[src/rtl/sorter_seq.sv]
// Sequential wrapper around the 8-lane, 8-bit combinational sorter.
// Collects eight bytes from a valid/ready stream into the sorter inputs,
// waits a programmable settle time, captures the sorted lanes and then
// streams them back out in ascending or descending order.

module sorter_seq #(
    parameter int unsigned SETTLE_CYCLES = 2,
    parameter int unsigned CNT_W         = 16
) (
    input  logic             clk,
    input  logic             rst_n,
    input  logic             in_valid,
    output logic             in_ready,
    input  logic [7:0]       in_data,
    input  logic             descend,
    input  logic             flush,
    output logic [63:0]      srt_a,
    input  logic [63:0]      srt_y,
    output logic             out_valid,
    input  logic             out_ready,
    output logic [7:0]       out_data,
    output logic             out_last,
    output logic             busy,
    output logic [CNT_W-1:0] frames_done
);

    generate
        if (SETTLE_CYCLES < 1 || SETTLE_CYCLES > 15) begin : g_bad_settle
            $error("sorter_seq: SETTLE_CYCLES must lie in 1..15");
        end
    endgenerate

    typedef enum logic [1:0] {
        ST_LOAD   = 2'd0,
        ST_SETTLE = 2'd1,
        ST_DRAIN  = 2'd2
    } state_t;

    state_t           state_q, state_d;
    logic [2:0]       cnt_q, cnt_d;
    logic [3:0]       settle_q, settle_d;
    logic [63:0]      srt_a_q, srt_a_d;
    logic [63:0]      y_q, y_d;
    logic             desc_q, desc_d;
    logic [CNT_W-1:0] frames_q, frames_d;
    logic             out_valid_q, out_valid_d;
    logic             out_last_q, out_last_d;
    logic [7:0]       out_data_q, out_data_d;
    logic             in_ready_q, in_ready_d;
    logic             busy_q, busy_d;
    logic             in_hs_s;
    logic             out_hs_s;
    logic [2:0]       idx_s;

    // Next-state logic for the frame FSM and the registered output stage.
    always_comb begin
        state_d     = state_q;
        cnt_d       = cnt_q;
        settle_d    = settle_q;
        srt_a_d     = srt_a_q;
        y_d         = y_q;
        desc_d      = desc_q;
        frames_d    = frames_q;
        out_valid_d = out_valid_q;
        out_last_d  = out_last_q;
        out_data_d  = out_data_q;
        in_hs_s     = in_valid & in_ready_q;
        out_hs_s    = out_valid_q & out_ready;
        idx_s       = 3'd0;

        if (flush) begin
            // Abort wins over any handshake presented in the same cycle.
            state_d     = ST_LOAD;
            cnt_d       = 3'd0;
            settle_d    = 4'd0;
            out_valid_d = 1'b0;
        end else begin
            case (state_q)
                ST_LOAD: begin
                    out_valid_d = 1'b0;
                    if (in_hs_s) begin
                        srt_a_d[{cnt_q, 3'b000} +: 8] = in_data;
                        if (cnt_q == 3'd0) begin
                            desc_d = descend;
                        end else begin
                            desc_d = desc_q;
                        end
                        if (cnt_q == 3'd7) begin
                            state_d  = ST_SETTLE;
                            cnt_d    = 3'd0;
                            settle_d = 4'(SETTLE_CYCLES);
                        end else begin
                            cnt_d = cnt_q + 3'd1;
                        end
                    end else begin
                        cnt_d = cnt_q;
                    end
                end
                ST_SETTLE: begin
                    out_valid_d = 1'b0;
                    if (settle_q == 4'd1) begin
                        y_d      = srt_y;
                        state_d  = ST_DRAIN;
                        settle_d = 4'd0;
                    end else begin
                        settle_d = settle_q - 4'd1;
                    end
                end
                ST_DRAIN: begin
                    // out_valid comes up one cycle after entry, once y_q is loaded.
                    out_valid_d = 1'b1;
                    if (out_hs_s) begin
                        if (cnt_q == 3'd7) begin
                            state_d     = ST_LOAD;
                            cnt_d       = 3'd0;
                            frames_d    = frames_q + CNT_W'(1);
                            out_valid_d = 1'b0;
                        end else begin
                            cnt_d = cnt_q + 3'd1;
                        end
                    end else begin
                        cnt_d = cnt_q;
                    end
                end
                default: begin
                    state_d     = ST_LOAD;
                    cnt_d       = 3'd0;
                    settle_d    = 4'd0;
                    out_valid_d = 1'b0;
                end
            endcase
        end

        idx_s = desc_d ? (3'd7 - cnt_d) : cnt_d;
        if (out_valid_d) begin
            out_data_d = y_q[{idx_s, 3'b000} +: 8];
            out_last_d = (cnt_d == 3'd7);
        end else begin
            out_data_d = out_data_q;
            out_last_d = 1'b0;
        end

        in_ready_d = (state_d == ST_LOAD);
        busy_d     = !((state_d == ST_LOAD) && (cnt_d == 3'd0));
    end

    // State and output registers; async reset drops any frame in flight.
    always_ff @(posedge clk or negedge rst_n) begin
        if (!rst_n) begin
            state_q     <= ST_LOAD;
            cnt_q       <= 3'd0;
            settle_q    <= 4'd0;
            srt_a_q     <= 64'd0;
            y_q         <= 64'd0;
            desc_q      <= 1'b0;
            frames_q    <= '0;
            out_valid_q <= 1'b0;
            out_last_q  <= 1'b0;
            out_data_q  <= 8'd0;
            in_ready_q  <= 1'b1;
            busy_q      <= 1'b0;
        end else begin
            state_q     <= state_d;
            cnt_q       <= cnt_d;
            settle_q    <= settle_d;
            srt_a_q     <= srt_a_d;
            y_q         <= y_d;
            desc_q      <= desc_d;
            frames_q    <= frames_d;
            out_valid_q <= out_valid_d;
            out_last_q  <= out_last_d;
            out_data_q  <= out_data_d;
            in_ready_q  <= in_ready_d;
            busy_q      <= busy_d;
        end
    end

    assign in_ready    = in_ready_q;
    assign srt_a       = srt_a_q;
    assign out_valid   = out_valid_q;
    assign out_data    = out_data_q;
    assign out_last    = out_last_q;
    assign busy        = busy_q;
    assign frames_done = frames_q;

    sorter_seq_chk u_chk (
        .clk       (clk),
        .rst_n     (rst_n),
        .in_ready  (in_ready_q),
        .out_valid (out_valid_q),
        .out_last  (out_last_q),
        .cnt       (cnt_q)
    );

endmodule

// Simulation-only invariant checks for sorter_seq.
module sorter_seq_chk (
    input logic       clk,
    input logic       rst_n,
    input logic       in_ready,
    input logic       out_valid,
    input logic       out_last,
    input logic [2:0] cnt
);

    a_no_overlap: assert property (@(posedge clk) disable iff (!rst_n) !(in_ready && out_valid));
    a_cnt_range:  assert property (@(posedge clk) disable iff (!rst_n) cnt <= 3'd7);
    a_last_valid: assert property (@(posedge clk) disable iff (!rst_n) out_last |-> out_valid);

endmodule

[config.mk]
export PLATFORM = sky130hd
export DESIGN_NAME = sorter_seq
export DESIGN_NICKNAME = d
export VERILOG_FILES = /design/src/rtl/sorter_seq.sv
export SDC_FILE = /design/constraint.sdc
export NUM_CORES = 1
export LEC_CHECK = 0
export ABC_AREA = 1
export CORE_MARGIN = 1.5
export CORE_UTILIZATION = 50
export DETAILED_ROUTE_END_ITERATION = 8
export HOLD_SLACK_MARGIN = 0.12
export PLACE_DENSITY = 0.81
export SYNTH_ARGS = -nofsm -noshare
export SYNTH_HDL_FRONTEND = slang
export SYNTH_SLANG_ARGS = --single-unit
[constraint.sdc]
create_clock -name clk -period 5.3 [get_ports clk]
set_clock_uncertainty 0.15 [all_clocks]
set_input_delay 1.06 -clock clk [delete_from_list [all_inputs] [get_ports clk]]
set_output_delay 1.06 -clock clk [all_outputs]
set_load 0.05 [all_outputs]
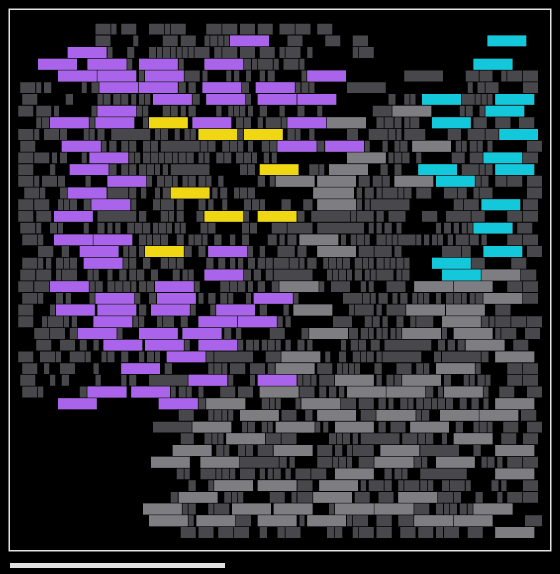
Fig. 1. Where the registers sit (run 1).
The bar under the picture is 50 um long. Other sequential cells in the stronger grey, the rest of the logic in the fainter grey.
cyan -> `frames_done`  # placed flops 16
purple -> `y_q`  # placed flops 64
yellow -> `out_data`  # placed flops 8

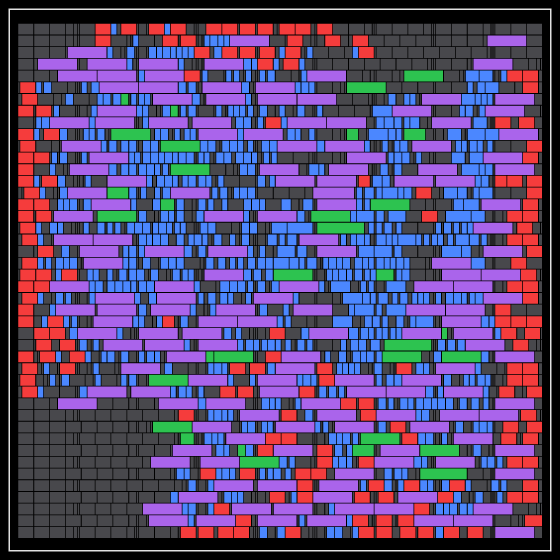
Fig. 2. Placed cells, one colour a class (run 1).
Fill, decap, tap and diode cells in grey.
red -> remaining buffers and delay cells  # cells 172, share of their area 18%
blue -> remaining logic cells  # cells 671, share of their area 33%
green -> clock drivers and dummy loads  # cells 32, share of their area 6.4%
purple -> sequential cells  # cells 166, share of their area 43%

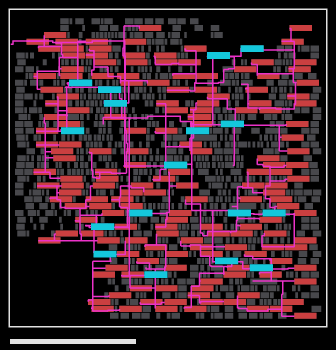
Fig. 3. Clock distribution (run 1).
The bar under the picture is 50 um long.
red -> flip-flops  # count 166
magenta -> clock wires  # length 1920 um
cyan -> clock-net drivers  # count 17
routed clock nets = 18
flops lie = widely spread

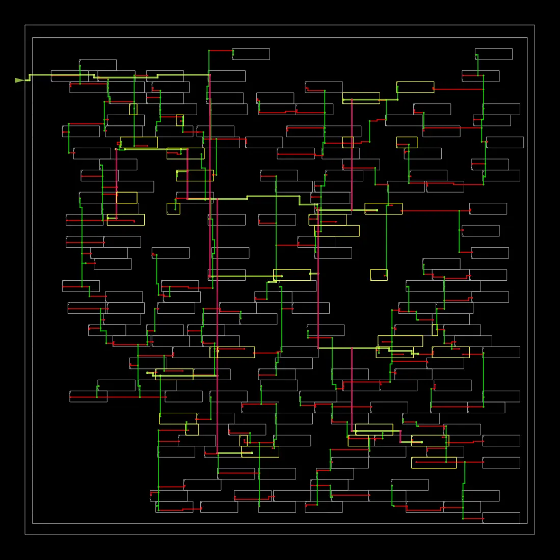
Fig. 4. Clock routing (run 1).
number of clock-tree buffers in the layout: 21
power drawn by the clock network: 0.00129 W

==> impl_metrics.ini, run 1 <==
; synthesis and place-and-route metrics
[floorplan]
die_w_um = 125
die_y_um = 125
core_region_area_mm2 = 0.0146

[final_timing]
hold_viol = 0
worst-slew-pin-transition_ns = 1.00
grt_setup_unrepaired = false
setup_tns_ns = 0
worst_slack_ns = 1.84
hold-worst-slack_ns = 0.322
setup_violations = 0

[logic_synthesis]
syn_area_mm2 = 0.00750
synth_cell_type_count = 31
synth_area_leader_cell = sky130_fd_sc_hd__dfrtp_1
yosysChipArea_mm2 = 0.00750
area_leaders = sky130_fd_sc_hd__dfrtp_1 55%, sky130_fd_sc_hd__nand2_1 11%, sky130_fd_sc_hd__o21ai_0 8.9%
syn-mean-instance-area_um2 = 8.60
ys.flops = 166
synth_cells = 872

[clock_network]
cts.hold.buffers_added = 0
number_of_buffers_created_by_cts = 17
insertion_delay_ns = 0.43
max-clock-path-buffers = 2
clock_sink_count = 166

[power]
comb_power_share = 0.238
power.density_cell_area_mw_per_mm2 = 360
leakage_nw = 4.55
power.switching_fraction = 0.318
pwr-share-clk = 0.362

[routing]
drt_pass1_iterations = 8
detail_route.wirelength_um = 19300
met2RoutedLength_um = 9080
met3_length_um = 1250
count_of_unresolved_drc_violations_after_routing = 0

[finish]
area.share.combinational = 0.279
finalNetCount = 1115
area_of_combinational_cells_with_multiple_inputs_mm2 = 0.00276
lay_top_cells = 223 x sky130_fd_sc_hd__nand2_1, 168 x sky130_fd_sc_hd__clkdlybuf4s50_1, 165 x sky130_fd_sc_hd__dfrtp_1
comb_cells = 563
final-clk-cell-share = 0.0624
flow.area_growth_from_synthesis_pct = 31.8
seqAreaFraction = 0.420
antenna_cells = 0
layout_top_cell = sky130_fd_sc_hd__nand2_1
flop_area_mm2 = 0.00416
fillers = 1136
final-nonclk-buf-share = 0.173

[place]
place_worst_setup_slack_ns = 1.54
gp_routability_congestion = 0.913
numPortBuffers = 169
place.detailed.hpwl_um = 13600

[global_routing]
antenna_found_initial = 0
grt_pass1_wl_um = 31700
grt_start_max_net_pins = 129
overflow = 0

[worst_setup_path]
timing.critical_path.slowest_stage_cell = sky130_fd_sc_hd__nand2_2
critical_path.top_delay_family = simple AND/OR/NAND/NOR gates
setup.worst_path.start_class = input pin
critical_path.n_buffers_inverters = 1
crit_required_ns = 5.47
critical_path.max_fanout = 25
worst_path_max_stage_delay_ns = 0.56
crit_path_category = input pin to flip-flop

[job]
timing.max_cap.violations = 0

[outcome]
run_status = finished clean
run 1: per-layer routing:
layer  vias up  global-route usage
li1       3123                   -
met1      3082               0.346
met2       308               0.400
met3        67              0.0501
met4         0               0.108
met5         -                   0
run 1: synth_stat cells:
| cell type | n |
|---|---|
| sky130_fd_sc_hd__and3_1 | 2 |
| sky130_fd_sc_hd__nor3_1 | 7 |
| sky130_fd_sc_hd__buf_2 | 15 |
| sky130_fd_sc_hd__a21oi_1 | 4 |
| sky130_fd_sc_hd__inv_4 | 1 |
| sky130_fd_sc_hd__ha_1 | 9 |
| sky130_fd_sc_hd__xor2_1 | 9 |
| sky130_fd_sc_hd__dfrtp_1 | 165 |
| sky130_fd_sc_hd__inv_1 | 101 |
| sky130_fd_sc_hd__nor2_1 | 14 |
| sky130_fd_sc_hd__nand3_2 | 4 |
| sky130_fd_sc_hd__o21ai_0 | 134 |
| sky130_fd_sc_hd__nand3_1 | 124 |
| sky130_fd_sc_hd__clkinv_1 | 1 |
| sky130_fd_sc_hd__dfstp_2 | 1 |
| sky130_fd_sc_hd__buf_4 | 2 |
| sky130_fd_sc_hd__clkbuf_1 | 15 |
| sky130_fd_sc_hd__nor2_2 | 1 |
| sky130_fd_sc_hd__nor4_1 | 2 |
| sky130_fd_sc_hd__nor3_4 | 1 |
| sky130_fd_sc_hd__xor2_2 | 1 |
| sky130_fd_sc_hd__nand2_1 | 223 |
| sky130_fd_sc_hd__inv_2 | 5 |
| sky130_fd_sc_hd__buf_6 | 3 |
| sky130_fd_sc_hd__mux2_2 | 1 |
| sky130_fd_sc_hd__nand4_1 | 5 |
| sky130_fd_sc_hd__nand2_2 | 8 |
| sky130_fd_sc_hd__nand2_4 | 2 |
| sky130_fd_sc_hd__or2_2 | 2 |
| sky130_fd_sc_hd__nor2_4 | 5 |
| sky130_fd_sc_hd__xnor2_1 | 5 |
run 1: logic make-up (layout without fill, tap and decap cells):
family / count (synthesis) / count (layout) / synth area share
adders and majority gates: 9 / 9 / 0.0150
muxes: 1 / 1 / 0.00150
and+or+nand+nor: 400 / 400 / 0.241
buffers and inverters: 143 / 312 / 0.0784
DFF: 166 / 166 / 0.554
AOI/OAI and AO/OA: 138 / 138 / 0.0921
xor gates and xnor gates: 15 / 15 / 0.0185
run 1: path summary, 6_finish.rpt:
check | start | end | slack, ns | depth (start not counted)
worst max-delay path | in_valid | out_data[3] | 1.84 | 12
worst min-delay path | frames_done[15] | frames_done[15] | 0.32 | 1
worst max register to register | cnt_q[0] | out_data[3] | 2.02 | 14
worst min register to register | frames_done[15] | frames_done[15] | 0.32 | 1
max in group asynchronous | rst_n | y_q[63] | 3.42 | 2
min in group asynchronous | rst_n | srt_a[44] | 0.55 | 1
run 1: through the flow:
step	total power [W]	instances	instance area [um2]
after CTS	0.00356	1225	9890
after detailed placement	0.00228	1193	9270
final	0.00356	1225	9890
after global routing	0.00369	1225	9890
after global placement	0.00227	1193	9270
after floorplan	0.00197	872	7500
run 1: registers in the layout, summed over array words and instances, names as in the netlist:
register / cells
out_data: 8
busy: 1
out_valid: 1
in_ready: 1
out_last: 1
desc_q: 1
state_q: 2
y_q: 64
cnt_q: 3
frames_done: 16
settle_q: 4
srt_a: 64
Fig. 5: run 1, wiring by layer
The bar under the picture is 50 um long. Two of the layers only.
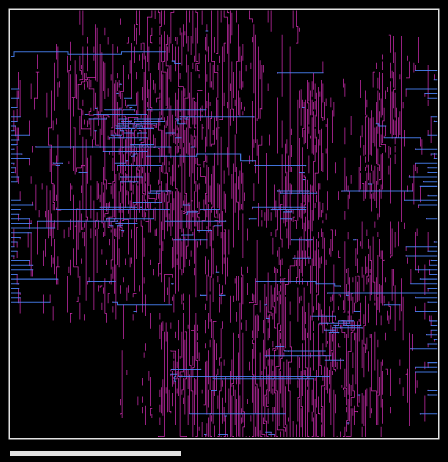

==> inputs of run 2 (changes only) <==
- clock period: 5.3 -> 3.2 ns (I/O delays scaled with it)
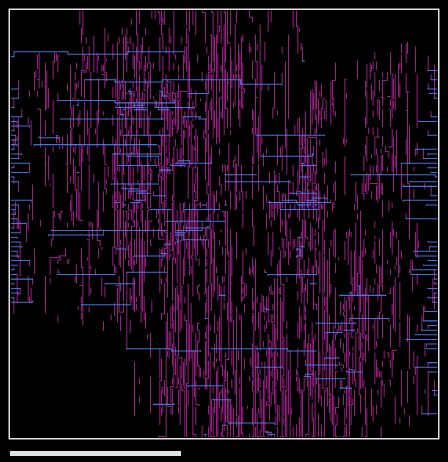
Fig. 6. Wiring by layer (run 2).
The bar under the picture is 50 um long. Two of the layers only.
magenta -> M2  # wire length 8720 um
blue -> M3  # wire length 1200 um

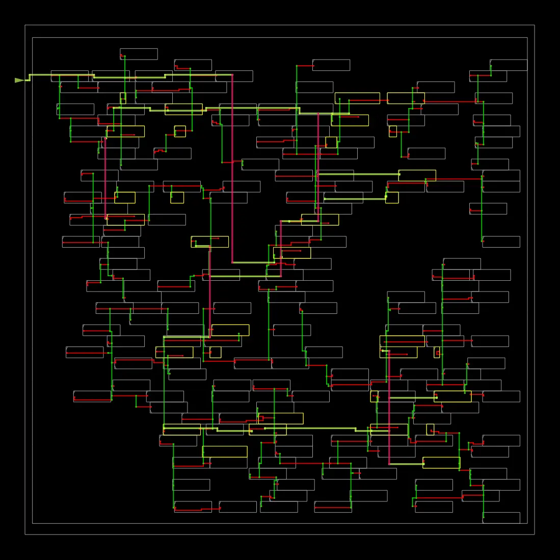
Fig. 7. Clock routing (run 2).
Num Clock Sinks: 166
flip-flops: 166
power drawn by the clock network: 0.00216 W
number of clock-tree buffers in the layout: 20
clock latency at the later pin of the worst-skew pair: 0.43 ns

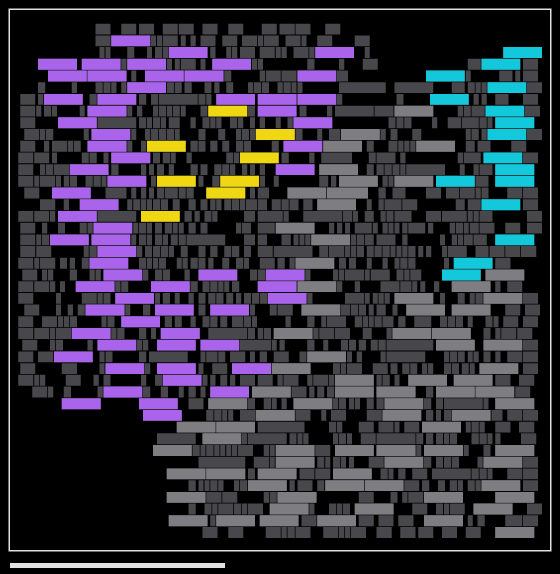
Fig. 8. Where the registers sit (run 2).
The bar under the picture is 50 um long. Other sequential cells in the stronger grey, the rest of the logic in the fainter grey.
cyan -> `frames_done`  # placed flops 16
purple -> `y_q`  # placed flops 64
yellow -> `out_data`  # placed flops 8
not coloured = 78

==> run 2 against run 1 <==
Compared with the run above:
- count of clock-buffer cells in the layout down 1
- global-route usage down 0.65 points
- total power increased by 67%
- register-to-register slack got worse by 1.6 ns
- via count shrank 0.46%
- non-clock buffer count is 10 higher
- sequential power is 65% higher
- synthesized area unchanged
- sequential share of layout area shrank 0.46 points
- synthesized cell count unchanged
- worst hold slack better by 0.0019 ns
- largest power group unchanged
==> impl_metrics.ini, run 2 <==
; synthesis and place-and-route metrics
[final_timing]
post-route-period-util = 0.854
finalMaxSlewViolations = 0
max_freq_mhz = 366
hold_viol = 0
grt_setup_unrepaired = false
worst-slew-pin-transition_ns = 0.611
relSlewSlack = 0.591
setup_tns_ns = 0
post-route-min-period_ns = 2.73
setup_violations = 0

[routing]
detail_route.vias_per_cell = 5.30
dr_total_vias = 6550
antenna_violating_nets_post_route = 0
detail_route.wirelength_um = 18800
count_of_unresolved_drc_violations_after_routing = 0
drt_iter0_drc = 554
drt_pass1_iterations = 6
avgRoutedWirePerCell_um = 15.2

[logic_synthesis]
synth_area_leader_cell = sky130_fd_sc_hd__dfrtp_1
ys_cells = 872
synthFlopType = sky130_fd_sc_hd__dfrtp_1
seq_area_frac_synth = 0.554
synth_cell_type_count = 31
synth_cells = 872
yosysChipArea_mm2 = 0.00750
synth_top_area_share = 0.550
syn-mean-instance-area_um2 = 8.60
yosys.cell_count.top_type = sky130_fd_sc_hd__nand2_1
yosysWarningCount = 0
synth_nets = 959
area_leaders = sky130_fd_sc_hd__dfrtp_1 55%, sky130_fd_sc_hd__nand2_1 11%, sky130_fd_sc_hd__o21ai_0 8.9%
syn_area_mm2 = 0.00750
edf_count = 0
synth_async_sr_flop_share = 1.00
yosys-top-cells-count = 223 x sky130_fd_sc_hd__nand2_1, 165 x sky130_fd_sc_hd__dfrtp_1, 134 x sky130_fd_sc_hd__o21ai_0
ys.flops = 166

[worst_setup_path]
timing.critical_path.slowest_stage_cell = sky130_fd_sc_hd__ha_1
worstReg2RegStart = cnt_q[0]
critPathArrivalTime_ns = 2.91
timing.rr.end = out_data[3]
critical_path.max_fanout = 16
crit_path_cell_trace = inv_2 > ha_1 > inv_1 > o21ai_0 > nand2_1 > nand3_1 > nand2_1 > nand2_1 > nand2_2 > buf_4 > nand3_1 > nand3_1 > nand3_1 > nand2_1
setup.worst_path.start_class = flip-flop
critPathCaptureType = flip-flop
crit_required_ns = 3.37
crit_start = cnt_q[0]
rrSetupSlack_ns = 0.47
r2r_cells = 14
crit_path_category = flip-flop to flip-flop
end_of_the_critical_path = out_data[3]
worst_path_max_stage_delay_ns = 0.53

[finish]
fin_cells = 1236
finalNetCount = 1125
flow.area_growth_from_synthesis_pct = 33.3
fillers = 1108
layout_top_cell = sky130_fd_sc_hd__nand2_1
final_area_mm2 = 0.0100
lay_top_cells = 223 x sky130_fd_sc_hd__nand2_1, 168 x sky130_fd_sc_hd__clkdlybuf4s50_1, 165 x sky130_fd_sc_hd__dfrtp_1
final_layout_size_suffix_gt1_frac = 0.0723

[floorplan]
initial_core_util = 0.514
top_level_ports = 170
die_w_um = 125
chipArea_mm2 = 0.0157
core_region_area_mm2 = 0.0146
die_y_um = 125
rows = 44

[global_routing]
grt_pass1_vias = 6110
grt_pass1_wl_um = 30800
overflow = 0
gr-usage-all-layers = 0.248
grt_start_max_net_pins = 129
antenna_found_initial = 1

[clock_network]
clkSlewWorstSetupHoldPaths_ns = 0.06
number_of_buffers_created_by_cts = 17
cts.htree.levels = 4
max-clock-path-buffers = 2
tritoncts = built
cts_root_buffer = sky130_fd_sc_hd__clkbuf_16
post_cts_resized = 0

[place]
dp.cells = 1202
numPortBuffers = 169
place.detailed.hpwl_um = 13500
placement.cell_area_mm2 = 0.00937
gp_routability_congestion = 0.894

[worst_hold_path]
worstHoldPathCells = 1
timing.hold.worst.class = flip-flop to flip-flop

[job]
timing.max_cap.violations = 0
openroad.warnings = 32

[power]
power.density_cell_area_mw_per_mm2 = 594
leakage_nw = 4.60
irDropWorstVdd_uv = 451

[outcome]
run_status = finished clean
## run 2: layout make-up
class	instances	area, um2	area share
repair buffers	182	1820	0.182
clock inverters	12	175	0.0175
inverters	108	408	0.0408
clock buffers	20	447	0.0447
diodes	1	2.50	0.000250
multi-input cells	563	2760	0.276
well taps	184	230	0.0230
flip-flops and latches	166	4160	0.416
## run 2: layer usage
metal	share of wire	routed length, um	GRT usage	up-vias
met5	0	0	0	-
met4	0.028	522	0.0989	0
met3	0.064	1200	0.0603	43
met2	0.46	8720	0.380	281
met1	0.44	8320	0.340	3085
li1	-	-	-	3141
## run 2: power breakdown
group	switching (W)	total, W	internal [W]
combinational	0.000950	0.00142	0.000473
sequential	0.0000854	0.00236	0.00227
clock	0.000831	0.00216	0.00133
## run 2: kinds of logic (layout without fill, tap and decap cells)
| group | Yosys count | count (layout) | share of synthesized area |
|---|---|---|---|
| and+or+nand+nor | 400 | 400 | 0.241 |
| DFF | 166 | 166 | 0.554 |
| buffers and inverters | 143 | 322 | 0.0784 |
| AOI/OAI and AO/OA | 138 | 138 | 0.0921 |
| xor gates and xnor gates | 15 | 15 | 0.0185 |
| adders and majority gates | 9 | 9 | 0.0150 |
| muxes | 1 | 1 | 0.00150 |
| other | 0 | 1 | 0 |
## run 2: worst min-delay path by stage
stage | end | startpoint
final | frames_done[15] | frames_done[15]
after global routing | srt_a[38] | srt_a[38]
after CTS | frames_done[15] | frames_done[15]
after detailed placement | frames_done[15] | frames_done[15]
after global placement | frames_done[15] | frames_done[15]
after floorplan | busy | rst_n
## run 2: stage by stage
step / power, W / hold WS, ns / setup slack (ns) / util
6_report: 0.00594 / 0.324 / 0.466 / 0.685
5_1_grt: 0.00619 / 0.353 / 0.195 / 0.685
4_1_cts: 0.00595 / 0.323 / 0.464 / 0.685
3_5_place_dp: 0.00380 / 0.315 / 0.269 / 0.642
3_3_place_gp: 0.00378 / 0.315 / 0.339 / 0.642
2_1_floorplan: 0.00327 / 0.194 / 0.927 / -
## run 2: worst max-delay path: cells and delay by family, from the launching register on
kind            cells  cell delay (ns)
flops               1             0.43
compound gates      1             0.22
buf+inv             3             0.44
fa+ha+maj           1             0.53
simple gates        9             0.85
## run 2: what timing repair did
item,in CTS,in global routing
buffers inserted,0,0
endpoints found under the hold margin,61,0
hold buffers,1,0
Power and IR drop assume default switching activity.
